--- src/rtl/n64_transmit_frame.sv ---
// Joybus frame transmitter: streams 1..MAX_BYTES payload bytes MSB-first onto n64d, then a stop bit.
// Optional N64_TX_CRC_EN appends the pak-data CRC-8 (poly 0x85) after a properly terminated payload.
module n64_transmit_frame #(
    parameter int UNIT_TICKS = 50,
    parameter int MAX_BYTES  = 36,
    parameter int CNT_W      = 8
) (
    input  logic             sys_clk,
    input  logic             reset,
    input  logic [7:0]       tx_data,
    input  logic             tx_valid,
    input  logic             tx_last,
    output logic             tx_ready,
    output logic             n64d,
    output logic             transmitting,
    output logic             done,
    output logic             underrun,
    output logic [CNT_W-1:0] byte_count
);
    localparam int TICK_W = $clog2(3 * UNIT_TICKS + 1);
    localparam logic [TICK_W-1:0] LEN1 = TICK_W'(UNIT_TICKS - 1);
    localparam logic [TICK_W-1:0] LEN2 = TICK_W'(2 * UNIT_TICKS - 1);
    localparam logic [TICK_W-1:0] LEN3 = TICK_W'(3 * UNIT_TICKS - 1);
    localparam logic [CNT_W+1:0]  MAX_C = (CNT_W + 2)'(MAX_BYTES);
    localparam logic [CNT_W+1:0]  ONE_C = (CNT_W + 2)'(1);
    localparam logic [CNT_W+1:0]  TWO_C = (CNT_W + 2)'(2);

    typedef enum logic [2:0] {IDLE, BIT_LOW, BIT_HIGH, STOP_LOW, STOP_HIGH} state_t;

    state_t            state_q, state_d;
    logic [TICK_W-1:0] tick_q, tick_d;
    logic [2:0]        bit_q, bit_d;
    logic [7:0]        shift_q, shift_d;
    logic [7:0]        hold_q, hold_d;
    logic              shift_last_q, shift_last_d;
    logic              hold_last_q, hold_last_d;
    logic              hold_full_q, hold_full_d;
    logic              n64d_q, n64d_d;
    logic              transmitting_q, transmitting_d;
    logic              done_q, done_d;
    logic              underrun_q, underrun_d;
    logic [CNT_W-1:0]  count_q, count_d;

    logic [TICK_W-1:0] phase_end;
    logic [CNT_W+1:0]  count_ext;
    logic              phase_done;
    logic              byte_end;
    logic              xfer;
    logic              in_bits;
    logic              sending_crc;

`ifdef N64_TX_CRC_EN
    logic [7:0] crc_q, crc_d;
    logic       crc_phase_q, crc_phase_d;

    function automatic logic [7:0] crc8_byte(input logic [7:0] crc_in, input logic [7:0] data);
        logic [7:0] c;
        c = crc_in;
        for (int i = 7; i >= 0; i--) begin
            if (c[7] ^ data[i]) c = {c[6:0], 1'b0} ^ 8'h85;
            else                c = {c[6:0], 1'b0};
        end
        return c;
    endfunction

    assign sending_crc = crc_phase_q;
`else
    assign sending_crc = 1'b0;
`endif

    always_comb begin
        count_ext = {2'b00, count_q};
        in_bits   = (state_q == BIT_LOW) || (state_q == BIT_HIGH);
        case (state_q)
            BIT_LOW:   phase_end = shift_q[7] ? LEN1 : LEN3;
            BIT_HIGH:  phase_end = shift_q[7] ? LEN3 : LEN1;
            STOP_HIGH: phase_end = LEN2;
            default:   phase_end = LEN1;
        endcase
        phase_done = (tick_q == phase_end);
        byte_end   = (state_q == BIT_HIGH) && phase_done && (bit_q == 3'd7);
        xfer       = byte_end && !sending_crc && !shift_last_q &&
                     (count_ext + ONE_C != MAX_C) && hold_full_q;

        // A refill is allowed only if the byte it would carry still fits in the frame.
        tx_ready = 1'b0;
        if (state_q == IDLE)
            tx_ready = 1'b1;
        else if (in_bits && xfer)
            tx_ready = !hold_last_q && (count_ext + TWO_C < MAX_C);
        else if (in_bits)
            tx_ready = !hold_full_q && !shift_last_q && !sending_crc &&
                       (count_ext + ONE_C < MAX_C);
    end

    always_comb begin
        state_d        = state_q;
        tick_d         = tick_q;
        bit_d          = bit_q;
        shift_d        = shift_q;
        hold_d         = hold_q;
        shift_last_d   = shift_last_q;
        hold_last_d    = hold_last_q;
        hold_full_d    = hold_full_q;
        n64d_d         = n64d_q;
        transmitting_d = transmitting_q;
        done_d         = 1'b0;
        underrun_d     = underrun_q;
        count_d        = count_q;
`ifdef N64_TX_CRC_EN
        crc_d          = crc_q;
        crc_phase_d    = crc_phase_q;
`endif
        case (state_q)
            IDLE: begin
                if (tx_valid) begin
                    shift_d        = tx_data;
                    shift_last_d   = tx_last;
                    hold_full_d    = 1'b0;
                    transmitting_d = 1'b1;
                    underrun_d     = 1'b0;
                    count_d        = '0;
                    tick_d         = '0;
                    bit_d          = 3'd0;
                    n64d_d         = 1'b0;
                    state_d        = BIT_LOW;
`ifdef N64_TX_CRC_EN
                    crc_d          = crc8_byte(8'h00, tx_data);
                    crc_phase_d    = 1'b0;
`endif
                end
            end
            BIT_LOW: begin
                if (phase_done) begin
                    tick_d  = '0;
                    n64d_d  = 1'b1;
                    state_d = BIT_HIGH;
                end else begin
                    tick_d = tick_q + 1'b1;
                end
            end
            BIT_HIGH: begin
                if (!phase_done) begin
                    tick_d = tick_q + 1'b1;
                end else begin
                    tick_d = '0;
                    n64d_d = 1'b0;
                    if (bit_q != 3'd7) begin
                        bit_d   = bit_q + 1'b1;
                        shift_d = {shift_q[6:0], 1'b0};
                        state_d = BIT_LOW;
                    end else begin
                        bit_d = 3'd0;
                        if (sending_crc) begin
                            state_d = STOP_LOW;
                        end else begin
                            count_d = count_q + 1'b1;
                            if (shift_last_q) begin
`ifdef N64_TX_CRC_EN
                                shift_d     = crc_q;
                                crc_phase_d = 1'b1;
                                state_d     = BIT_LOW;
`else
                                state_d     = STOP_LOW;
`endif
                            end else if (count_ext + ONE_C == MAX_C) begin
                                state_d = STOP_LOW;
                            end else if (hold_full_q) begin
                                shift_d      = hold_q;
                                shift_last_d = hold_last_q;
                                hold_full_d  = 1'b0;
                                state_d      = BIT_LOW;
`ifdef N64_TX_CRC_EN
                                crc_d        = crc8_byte(crc_q, hold_q);
`endif
                            end else begin
                                underrun_d = 1'b1;
                                state_d    = STOP_LOW;
                            end
                        end
                    end
                end
            end
            STOP_LOW: begin
                if (phase_done) begin
                    tick_d  = '0;
                    n64d_d  = 1'b1;
                    state_d = STOP_HIGH;
                end else begin
                    tick_d = tick_q + 1'b1;
                end
            end
            STOP_HIGH: begin
                if (phase_done) begin
                    tick_d         = '0;
                    transmitting_d = 1'b0;
                    done_d         = 1'b1;
                    hold_full_d    = 1'b0;
                    state_d        = IDLE;
`ifdef N64_TX_CRC_EN
                    crc_phase_d    = 1'b0;
`endif
                end else begin
                    tick_d = tick_q + 1'b1;
                end
            end
            default: state_d = IDLE;
        endcase

        // Refill after the transfer so a same-cycle handshake wins over the clear.
        if (in_bits && tx_valid && tx_ready) begin
            hold_d      = tx_data;
            hold_last_d = tx_last;
            hold_full_d = 1'b1;
        end
    end

    always_ff @(posedge sys_clk or posedge reset) begin
        if (reset) begin
            state_q        <= IDLE;
            tick_q         <= '0;
            bit_q          <= 3'd0;
            shift_q        <= 8'h00;
            hold_q         <= 8'h00;
            shift_last_q   <= 1'b0;
            hold_last_q    <= 1'b0;
            hold_full_q    <= 1'b0;
            n64d_q         <= 1'b1;
            transmitting_q <= 1'b0;
            done_q         <= 1'b0;
            underrun_q     <= 1'b0;
            count_q        <= '0;
`ifdef N64_TX_CRC_EN
            crc_q          <= 8'h00;
            crc_phase_q    <= 1'b0;
`endif
        end else begin
            state_q        <= state_d;
            tick_q         <= tick_d;
            bit_q          <= bit_d;
            shift_q        <= shift_d;
            hold_q         <= hold_d;
            shift_last_q   <= shift_last_d;
            hold_last_q    <= hold_last_d;
            hold_full_q    <= hold_full_d;
            n64d_q         <= n64d_d;
            transmitting_q <= transmitting_d;
            done_q         <= done_d;
            underrun_q     <= underrun_d;
            count_q        <= count_d;
`ifdef N64_TX_CRC_EN
            crc_q          <= crc_d;
            crc_phase_q    <= crc_phase_d;
`endif
        end
    end

    assign n64d         = n64d_q;
    assign transmitting = transmitting_q;
    assign done         = done_q;
    assign underrun     = underrun_q;
    assign byte_count   = count_q;

endmodule

--- config.mk ---
export PLATFORM = sky130hd
export DESIGN_NAME = n64_transmit_frame
export DESIGN_NICKNAME = d
export VERILOG_FILES = /design/src/rtl/n64_transmit_frame.sv
export SDC_FILE = /design/constraint.sdc
export NUM_CORES = 1
export LEC_CHECK = 0
export ABC_AREA = 0
export CAP_MARGIN = 20
export CORE_UTILIZATION = 45
export DETAILED_ROUTE_END_ITERATION = 8
export RECOVER_POWER = 100
export SETUP_SLACK_MARGIN = 0.4
export SLEW_MARGIN = 20
export SYNTH_ARGS = -nofsm -noshare
export SYNTH_HDL_FRONTEND = slang
export SYNTH_SLANG_ARGS = --single-unit
--- constraint.sdc ---
create_clock -name sys_clk -period 3.3 [get_ports sys_clk]
set_clock_uncertainty 0.2 [all_clocks]
set_input_delay 0.33 -clock sys_clk [delete_from_list [all_inputs] [get_ports sys_clk]]
set_output_delay 0.33 -clock sys_clk [all_outputs]
set_load 0.02 [all_outputs]
**Run 1: metal layers overlaid**

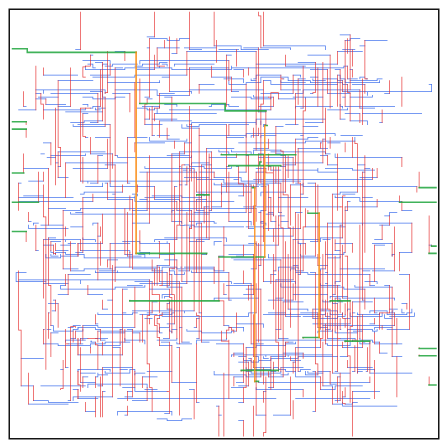
| colour | layer | wire length |
|---|---|---|
| blue | met1 | 2950 um |
| red | met2 | 2870 um |
| green | met3 | 169 um |
| orange | met4 | 121 um |

**Run 1: zoomed window**

Region (20, 4) to (60, 44) um. Cells in grey, sequential cells in the stronger grey; small squares are vias.
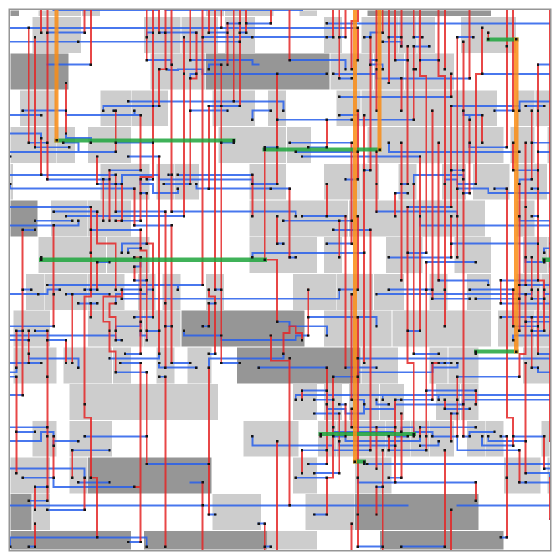
| colour | layer |
|---|---|
| orange | met4 |
| red | met2 |
| blue | met1 |
| green | met3 |
netlist names of flops here include: `byte_count` (3), `tick_q` (2)
sequential cells in the window: 8
most frequent: buf_4 (15), nor2_1 (12)
cells with their middle in the window: 112

==> Changelog: implementation, run 1 <==
### Metrics

- Logic area: 1570 um2
- Leak: between 1 and 1.5 nW
- Die Span Y: 79.6 um
- H-tree depth: 2
- WP data required: 2770 ps
- Post-DP HPWL: 4.22 mm
- Flop pwr share: 48.9%
- CP endpoint kind: primary output
- # IOs: 25
- Hold depth: 2
- Final ANT Viol Nets: 0
- R2R Setup Slk: 230 ps
- Clock Power Share: 27.6%
- Crit path kind: flip-flop to primary output
- CP max-delay cell: or4_4
- Combinational power share: 23.5%
- Reg2reg start: byte_count[1]
- Final setup vio count: 0
- Reg area: roughly 1100 um2
- Post-synth EDFFs: 0
- Gr ovfl total: 0
- Total Routing Usage GR: 21.8%
- Share of cells above drive strength 1: 20.7%
- Crit-path max FO: 3
- Inst Count DP: about 380
- RSZ-0062 raised after global routing: yes
- Site Rows: 27
- Mean post-synth cell area: around 9.6 um2
- Vias in the first global route: 2190
- Design area: 3410 um2
- Final std cells w/o fill: 400
- CP top delay family: simple AND/OR/NAND/NOR gates
- Tool Warnings: 30
- Worst hold path endpoint: n64d
- Area Overhead vs Synth: 25.7%
- Largest net degree at the start of global routing: between 40 and 50
- FP Core Util: between 40% and 50%
- Worst-path cell chain: buf_6, ha_4, nand3_4, or4_4, buf_6, a2111oi_4, buf_4, o221a_4, buf_6
- Setup tns final: 0 ps
- Sink Count: 45
- Post-layout period usage of the worst path: a little over nine tenths
- Cts hold-fix bufs: 0
- DRC Markers: 0
- Max Cap Violations: 0
- Startpoint types: flip-flop
- Final Hold Fails: 0
- TritonCTS clock tree: built
- Initial antenna violation count: 0
- Worst-case vdd ir drop: 0.356 mV
- Min Hold Slack: approximately 260 ps
- Commonest register cell after synthesis: dfrtp_1
- Min cycle time layout: around 3200 ps
- Buffers and inverters on the worst path: 4
- Ys async rst share: 100%
- Clock Path Buffers: 2
- Status: finished clean
- Post-DP Area: about 3200 um2
- Slowest stage delay, CP: 550 ps
- Total routed wirelength: 6.11 mm
- Per-cell routed wire length: approximately 15 um
- Die Span X: around 80 um
- F_max: between 300 and 400 MHz
- Syn nets: 299
- Int Power: 1.08 mW
- Commonest non-fill, non-tap cell in the layout: dfrtp_1
- Gate Count Post-Synth: roughly 280
- Top cells by area, synth: dfrtp_1 41%, mux2_2 7.5%, nor2_1 4.2%
- Total number of vias: between 2000 and 2500
- Area leader share: 40.6%
- Worst reg2reg path depth: 10
- Synth cell types: 59
- Filler instances: 482
- Top cells excl fill/tap: 43 x dfrtp_1, 30 x nor2_1, 22 x buf_4
- Worst-path clk slew: 90 ps
- I/O Buffers: 24
- DRT Pass-1 Iters: 4
- Ys Warns: 0
- Fin. max-slew vios: 0
- Overall Power: ~1.5 mW
- FF+latch count, synth: 45
- Crit path top cell by count: buf_6
- Setup WS post-layout: 136 ps
- Routed vias/inst: roughly 5.6
- 1st-iter DRT viols: around 110
- Die area: 6340 um2
**Run 1: routed clock nets over the placement**

Bar = 20 um.
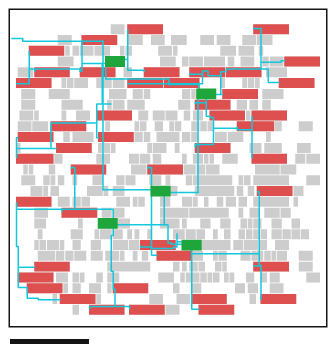
[green] cells driving clock nets | count: 5
[cyan] clock wires | length: 639 um
[red] flip-flops | count: 45
flops lie: widely spread
routed clock nets: 6

run 1: worst reg2reg max path, cell delays in order, from the launching register on:
cell       delay [ps]
dfrtp_1           430
buf_6             130
ha_4              140
nand3_4            80
or4_4             550
a2111oi_4         390
a2111oi_4         130
clkbuf_1          130
o21ai_1           270
buf_12            180
mux2_2            340
run 1: metal layers:
layer | part of all wire (%) | vias up | track usage (%)
met1 | 48 | 1070 | 30.1
li1 | - | 1105 | -
met5 | 0 | - | 0
met3 | 2.8 | 8 | 4.23
met4 | 2.0 | 0 | 9.09
met2 | 47 | 38 | 33.4
run 1: flip-flops by register name (all words and copies together) (netlist names), 3 cells and up:
name        count
bit_q           3
hold_q          8
state_q         3
tick_q          8
byte_count      8
shift_q         8
run 1: worst max-delay path by stage:
stage             startpoint         to  slack [ps]  depth (start not counted)
2_1_floorplan  byte_count[1]  hold_q[0]         260                          8
3_3_place_gp   byte_count[1]   tx_ready          80                          7
3_5_place_dp   byte_count[1]   tx_ready          60                          7
4_1_cts        byte_count[1]   tx_ready         160                          7
5_1_grt        byte_count[1]   tx_ready          20                          9
6_report       byte_count[1]   tx_ready         140                          9
run 1: kinds of logic (layout without fill, tap and decap cells):
family                   Yosys count  count (layout)  synth area share (%)
buffers and inverters             26              73                  4.11
adder cells (fa/ha/maj)            6               6                  2.77
XOR/XNOR                           8               8                  2.58
multiplexers                      29              29                  11.5
AND-OR/OR-AND                     68              68                  18.2
flip-flops                        45              45                  41.6
AND/OR/NAND/NOR                   99              99                  19.2
run 1: synthesized netlist by cell type, types with 2 or more instances:
| library cell | instances |
|---|---|
| a31oi_1 | 2 |
| nor3_1 | 3 |
| mux2_2 | 18 |
| nor4b_1 | 2 |
| a21oi_1 | 17 |
| buf_1 | 2 |
| a2111oi_2 | 2 |
| xor2_1 | 3 |
| nand4_1 | 3 |
| nand3_1 | 9 |
| nand2b_1 | 7 |
| and3_1 | 5 |
| nor2_1 | 30 |
| inv_1 | 9 |
| or2_2 | 4 |
| mux2i_1 | 11 |
| o21ai_0 | 17 |
| buf_2 | 4 |
| or3b_2 | 2 |
| o22ai_1 | 2 |
| o21a_1 | 3 |
| a22o_1 | 3 |
| nor2b_1 | 3 |
| ha_1 | 6 |
| o31ai_1 | 4 |
| and2_1 | 3 |
| a211o_1 | 3 |
| dfrtp_1 | 44 |
| xnor2_1 | 5 |
| clkbuf_1 | 9 |
| nand2_1 | 18 |
run 1: area by class of cell:
type,count,share of cell area (%)
clock inverters,2,1.14
multi-input cells,210,46.0
flip-flops and latches,45,33.1
repair buffers,56,14.0
inverters,9,0.992
well taps,72,2.64
clock buffers,6,2.13
run 1: power groups by stage:
stage | Clock (mW) | Combinational, mW | Sequential [mW]
finish | 0.428 | 0.363 | 0.757
CTS | 0.442 | 0.384 | 0.758
global route | 0.466 | 0.409 | 0.774
floorplan | 0 | 0.281 | 0.739
detailed placement | 0 | 0.359 | 0.764
global placement | 0 | 0.348 | 0.762
run 1: timing repair:
item                                   in CTS  in global routing
pin swaps                                   8                  5
setup buffers                               7                  1
setup endpoints to repair                  17                 23
endpoints found under the hold margin       0                  0
resized                                    20                  8
==> inputs of run 2 (changes only) <==
--- a/config.mk
+++ b/config.mk
@@ -8,6 +8,7 @@
 export ABC_AREA = 0
 export CAP_MARGIN = 20
 export CORE_UTILIZATION = 45
+export CTS_CLUSTER_SIZE = 14
 export DETAILED_ROUTE_END_ITERATION = 8
 export RECOVER_POWER = 100
 export SETUP_SLACK_MARGIN = 0.4
==> run 2 against run 1 <==
Count of clock-buffer cells in the layout unchanged. Total power unchanged. Global-route usage unchanged. Die size unchanged.
==> Changelog: implementation, run 2 <==
### Metrics

- Status: finished clean
- Max Cap Violations: 0 (unchanged)
- Simple share: 19.2% (unchanged)
- Reg2reg start: byte_count[1]
- Top logic family: simple AND/OR/NAND/NOR gates
- Setup tns final: 0 ps (unchanged)
- Startpoint types: flip-flop
- Final setup vio count: 0 (unchanged)
- Post-Synth XOR/XNOR Area: 2.58% (unchanged)
- Setup WS post-layout: 136 ps (unchanged)
- Fin. max-slew vios: 0 (unchanged)
- DRT Pass-1 Iters: 4 (unchanged)
- Gate Count Post-Synth: 281 (unchanged)
- Worst-case vdd ir drop: 0.356 mV (unchanged)
- Largest net degree at the start of global routing: 46 (unchanged)
- Post-synth EDFFs: 0 (unchanged)
- F_max: 316 MHz (unchanged)
- Crit path kind: flip-flop to primary output
- Yosys aoi share: 18.2% (unchanged)
- Ys async rst share: 100% (unchanged)
- Tool Warnings: 30 (unchanged)
- Commonest non-fill, non-tap cell in the layout: dfrtp_1
- Area leader share: 40.6% (unchanged)
- FF+latch count, synth: 45 (unchanged)
- Per-cell routed wire length: 15.3 um (unchanged)
- Vias in the first global route: 2190 (unchanged)
- Worst hold path endpoint: n64d
- R2R Setup Slk: 230 ps (about the same)
- Worst reg2reg path depth: 10 (unchanged)
- CP endpoint kind: primary output
- TritonCTS clock tree: built
- Gr ovfl total: 0 (unchanged)
- Hold depth: 2 (unchanged)
- Worst-path clk slew: 90 ps (about the same)
- Most common cell in the netlist: dfrtp_1
- Total Routing Usage GR: 21.8% (unchanged)
- Share of cells above drive strength 1: 20.7% (unchanged)
- Site Rows: 27 (unchanged)
- # IOs: 25 (unchanged)
- Final ANT Viol Nets: 0 (unchanged)
- Die area: 6340 um2 (unchanged)
- Area Overhead vs Synth: 25.7% (unchanged)
- I/O Buffers: 24 (unchanged)
- RSZ-0062 raised after global routing: yes
- Adder-cell share of the synthesized area: 2.77% (unchanged)
- Top cells by area, synth: dfrtp_1 41%, mux2_2 7.5%, nor2_1 4.2%
- Total routed wirelength: 6.11 mm (unchanged)
- Syn nets: 299 (unchanged)
- Ys Warns: 0 (unchanged)
- Sink Count: 45 (unchanged)
-- run 2: worst max path at each step --
stage,from,to,slack (ps),cells after the start
CTS,byte_count[1],tx_ready,160,7
floorplan,byte_count[1],hold_q[0],260,8
finish,byte_count[1],tx_ready,140,9
detailed placement,byte_count[1],tx_ready,60,7
global route,byte_count[1],tx_ready,20,9
global placement,byte_count[1],tx_ready,80,7
-- run 2: layout make-up --
| type | count | area [um2] |
|---|---|---|
| Clock inverter | 2 | 38.8 |
| Tap cell | 72 | 90.1 |
| Fill cell | 482 | 2230 |
| Timing Repair Buffer | 56 | 477 |
| Inverter | 9 | 33.8 |
| Clock buffer | 6 | 72.6 |
| Sequential cell | 45 | 1130 |
| Multi-Input combinational cell | 210 | 1570 |
-- run 2: stage by stage --
| step | area (um2) | total power, mW | cells |
|---|---|---|---|
| 5_1_grt | 3410 | 1.65 | 400 |
| 6_report | 3410 | 1.55 | 400 |
| 3_3_place_gp | 3160 | 1.11 | 383 |
| 4_1_cts | 3410 | 1.58 | 398 |
| 2_1_floorplan | 2730 | 1.02 | 281 |
| 3_5_place_dp | 3160 | 1.12 | 383 |
-- run 2: layer usage --
metal / routed length (um) / GRT usage [%] / vias to the layer above
met5: 0 / 0 / -
met4: 121 / 9.09 / 0
met3: 168 / 4.23 / 8
met2: 2870 / 33.4 / 38
met1: 2950 / 30.1 / 1070
li1: - / - / 1105
-- run 2: cell families (layout without fill, tap and decap cells) --
family | count (synthesis) | after routing
multiplexers | 29 | 29
AND-OR/OR-AND | 68 | 68
XOR/XNOR | 8 | 8
AND/OR/NAND/NOR | 99 | 99
flip-flops | 45 | 45
buffers and inverters | 26 | 73
adder cells (fa/ha/maj) | 6 | 6
-- run 2: power breakdown --
group	leakage [nW]	internal [mW]	switching (mW)	total (mW)
combinational	0.830	0.197	0.166	0.363
clock	0.0554	0.228	0.201	0.428
sequential	0.550	0.652	0.105	0.757
total	1.44	1.08	0.472	1.55
-- run 2: worst max-delay path, cell delays in order (launching register included) --
cell	delay, ps
dfrtp_1	430
buf_6	130
ha_4	140
nand3_4	80
or4_4	550
buf_6	140
a2111oi_4	370
buf_4	180
o221a_4	190
buf_6	110
-- run 2: what timing repair did --
action,in CTS,in global routing
pin swaps,8,5
setup endpoints to repair,17,23
setup buffers,7,1
resized,20,8
**Run 2: metal layers overlaid**

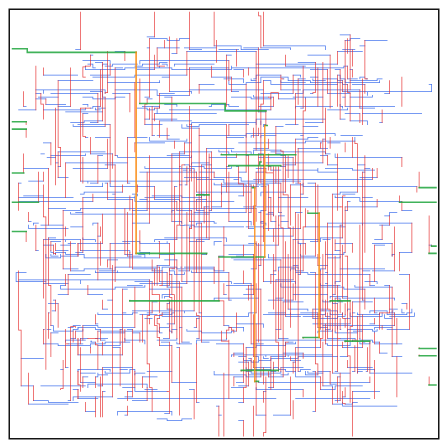
| colour | layer | wire length |
|---|---|---|
| red | met2 | 2870 um |
| blue | met1 | 2950 um |
| orange | met4 | 121 um |
| green | met3 | 169 um |

**Run 2: metal 3**

Bar = 20 um.
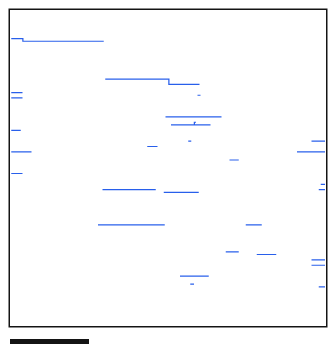
longest straight run: 20.2 um
wire length on this layer: 169 um

==> inputs of run 3 (changes only) <==
--- a/config.mk
+++ b/config.mk
@@ -10,9 +10,9 @@
 export CORE_UTILIZATION = 45
 export CTS_CLUSTER_SIZE = 14
 export DETAILED_ROUTE_END_ITERATION = 8
+export PLACE_DENSITY = 0.67
 export RECOVER_POWER = 100
 export SETUP_SLACK_MARGIN = 0.4
-export SLEW_MARGIN = 20
 export SYNTH_ARGS = -nofsm -noshare
 export SYNTH_HDL_FRONTEND = slang
 export SYNTH_SLANG_ARGS = --single-unit
==> constraint.sdc (replaced) <==
create_clock -name sys_clk -period 2.9 [get_ports sys_clk]
set_clock_uncertainty 0.2 [all_clocks]
set_input_delay 0.29 -clock sys_clk [delete_from_list [all_inputs] [get_ports sys_clk]]
set_output_delay 0.29 -clock sys_clk [all_outputs]
set_load 0.02 [all_outputs]
==> run 3 against run 2 <==
The run now ends with negative setup slack left. Worst setup slack got worse by 240 ps. Critical path type unchanged. Design area grew 11%. Largest cell class unchanged. Die size did not move.
==> Changelog: implementation, run 3 <==
### Metrics

- NumNets Final: between 300 and 400
- Area leader share: 40.6% (unchanged)
- I/O Buffers: 24 (unchanged)
- Share of cells above drive strength 1: 33.6% (+13 points)
- Crit path kind: flip-flop to primary output
- Tool Warnings: 30 (unchanged)
- TritonCTS clock tree: built
- Largest net degree at the start of global routing: 24 (-48%)
- Die area: 6340 um2 (unchanged)
- RSZ-0062 raised after global routing: yes
- Site Rows: 27 (unchanged)
- Reg2reg start: byte_count[1]
- Post-Synth XOR/XNOR Area: 2.58% (unchanged)
- Post-DP Area: 3350 um2 (+6.0%)
- Commonest non-fill, non-tap cell in the layout: buf_4
- Top sig layer: met4
- Design area: 3770 um2 (+11%)
- Worst hold path endpoint: n64d
- FF+latch count, synth: 45 (unchanged)
- Final setup vio count: 1 (+1)
- Gate Count Post-Synth: 281 (unchanged)
- WL met2: 3.30 mm (+15%)
- Reg area: 1130 um2 (+0.33%)
- Syn nets: 299 (unchanged)
- CP endpoint kind: primary output
- Die Span Y: 79.6 um
- Total routed wirelength: 6.69 mm (+9.6%)
- Logic area: 1730 um2 (+10%)
- Vias in the first global route: 2364 (+7.9%)
- Max Cap Violations: 0 (unchanged)
- Metal3 WL: 181 um (+7.7%)
- Fin. max-slew vios: 0 (unchanged)
- Per-cell routed wire length: 15.6 um (+2.2%)
- # IOs: 25 (unchanged)
- Post-synth EDFFs: 0 (unchanged)
- Final ANT Viol Nets: 0 (unchanged)
- Area Overhead vs Synth: 39.2%
- Status: finished with violations
- Worst-path clk slew: 90 ps (about the same)
- R2R Setup Slk: 10 ps (-220 ps)
- Top logic family: simple AND/OR/NAND/NOR gates
- Die Span X: 79.6 um
- Ys async rst share: 100% (unchanged)
- Gr ovfl total: 0 (unchanged)
- Adder-cell share of the synthesized area: 2.77% (unchanged)
- Worst reg2reg path depth: 10 (unchanged)
- Total Routing Usage GR: 22.8% (+0.92 points)
- Hold depth: 2 (unchanged)
- M1 WL: 3.11 mm (+5.7%)
- Overall Power: 1.85 mW (+19%)
- DRT Pass-1 Iters: 4 (unchanged)
- Simple share: 19.2% (unchanged)
- Sink Count: 45 (unchanged)
- Top cells by area, synth: dfrtp_1 41%, mux2_2 7.5%, nor2_1 4.2%
- Most common cell in the netlist: dfrtp_1
- Setup WS post-layout: -101 ps (-237 ps)
- Failing checks: negative setup slack
- F_max: 333 MHz
- Startpoint types: flip-flop
- Clock Path Buffers: 2
==> run 3: cell count changes in the layout (fill, tap and decap cells not counted), moves of 3 or more <==
cell,previous run,this run
buf_4,22,45
mux2_4,6,16
mux2_2,10,1
o21ai_0,16,10
buf_6,3,6
dfrtp_1,43,40
dfrtp_2,1,4
nor2_1,30,27
o21ai_2,0,3
o31ai_1,4,1
==> run 3: worst max-delay path, cell delays in order, from the launching register on <==
cell	delay, ps
dfrtp_2	440
buf_4	150
ha_4	150
buf_4	150
or2_2	270
nand3_1	140
a2111oi_4	50
a2111oi_2	440
o221a_2	290
buf_6	120
==> run 3: where the power goes <==
group	leakage, nW	internal (mW)	switching, mW
sequential	0.546	0.742	0.0956
combinational	1.03	0.354	0.281
clock	0.0450	0.167	0.210
total	1.62	1.26	0.587
==> run 3: metrics by stage <==
| step | util (%) | TNS [ps] | setup slack (ps) | cells |
|---|---|---|---|---|
| after floorplan | - | -2150 | -138 | 281 |
| after global placement | 59.3 | -291 | -291 | 405 |
| after detailed placement | 59.3 | -622 | -298 | 405 |
| after CTS | 65.7 | -392 | -144 | 423 |
| after global routing | 66.9 | -1650 | -198 | 429 |
| final | 66.9 | -101 | -101 | 429 |
==> run 3: cell families (layout without fill, tap and decap cells) <==
logic type | Yosys count | after routing
buffers and inverters | 26 | 101
muxes | 29 | 29
DFF | 45 | 45
adders and majority gates | 6 | 6
and+or+nand+nor | 99 | 99
xor gates and xnor gates | 8 | 8
AOI/OAI and AO/OA | 68 | 69
==> run 3: worst max path at each step <==
stage	slack, ps	to	depth (start not counted)	from
after CTS	-140	tx_ready	7	byte_count[1]
after global routing	-200	tx_ready	9	byte_count[1]
after floorplan	-140	hold_q[0]	8	byte_count[1]
final	-100	tx_ready	9	byte_count[1]
after detailed placement	-300	tx_ready	7	byte_count[1]
after global placement	-290	tx_ready	7	byte_count[1]
==> run 3: routing by layer <==
metal | track usage (%) | vias to the layer above
met2 | 37.9 | 39
met4 | 5.45 | 0
met1 | 31.0 | 1196
li1 | - | 1164
met5 | 0 | -
met3 | 3.43 | 9
==> run 3: repair_timing <==
item,CTS,global route
buffers inserted,10,5
gates cloned,0,1
gates resized,53,28
setup endpoints to repair,41,41
pin swaps,14,11
==> run 3: layout make-up <==
class,count,share of cell area [%]
repair buffers,84,18.8
inverters,9,0.895
clock buffers,6,1.92
multi-input cells,211,45.8
clock inverters,2,0.265
well taps,72,2.39
flip-flops and latches,45,30.0
**Run 3: routed clock nets over the placement**

Bar = 20 um.
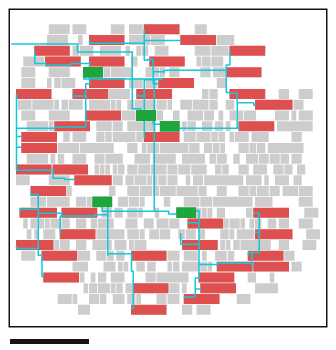
clock network power: 0.377 mW
clk_lat worst skew: 300 ps
Clock Power Share: 20.4%

**Run 3: placement view**

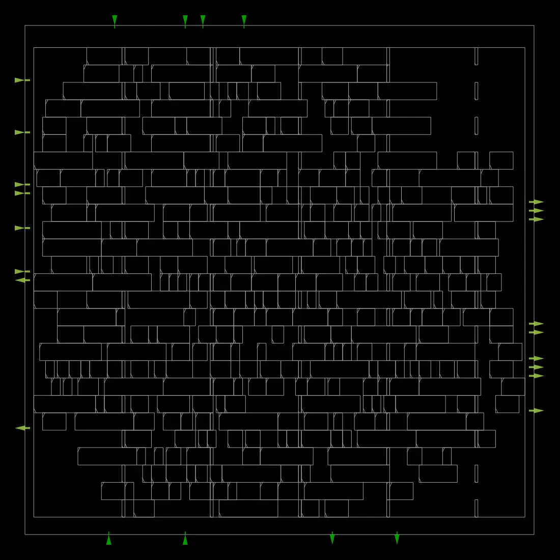
final core occ: 66.9%
FFs & Latches: 45
filler instances: 439

Power is estimated from default activity; no workload was simulated.
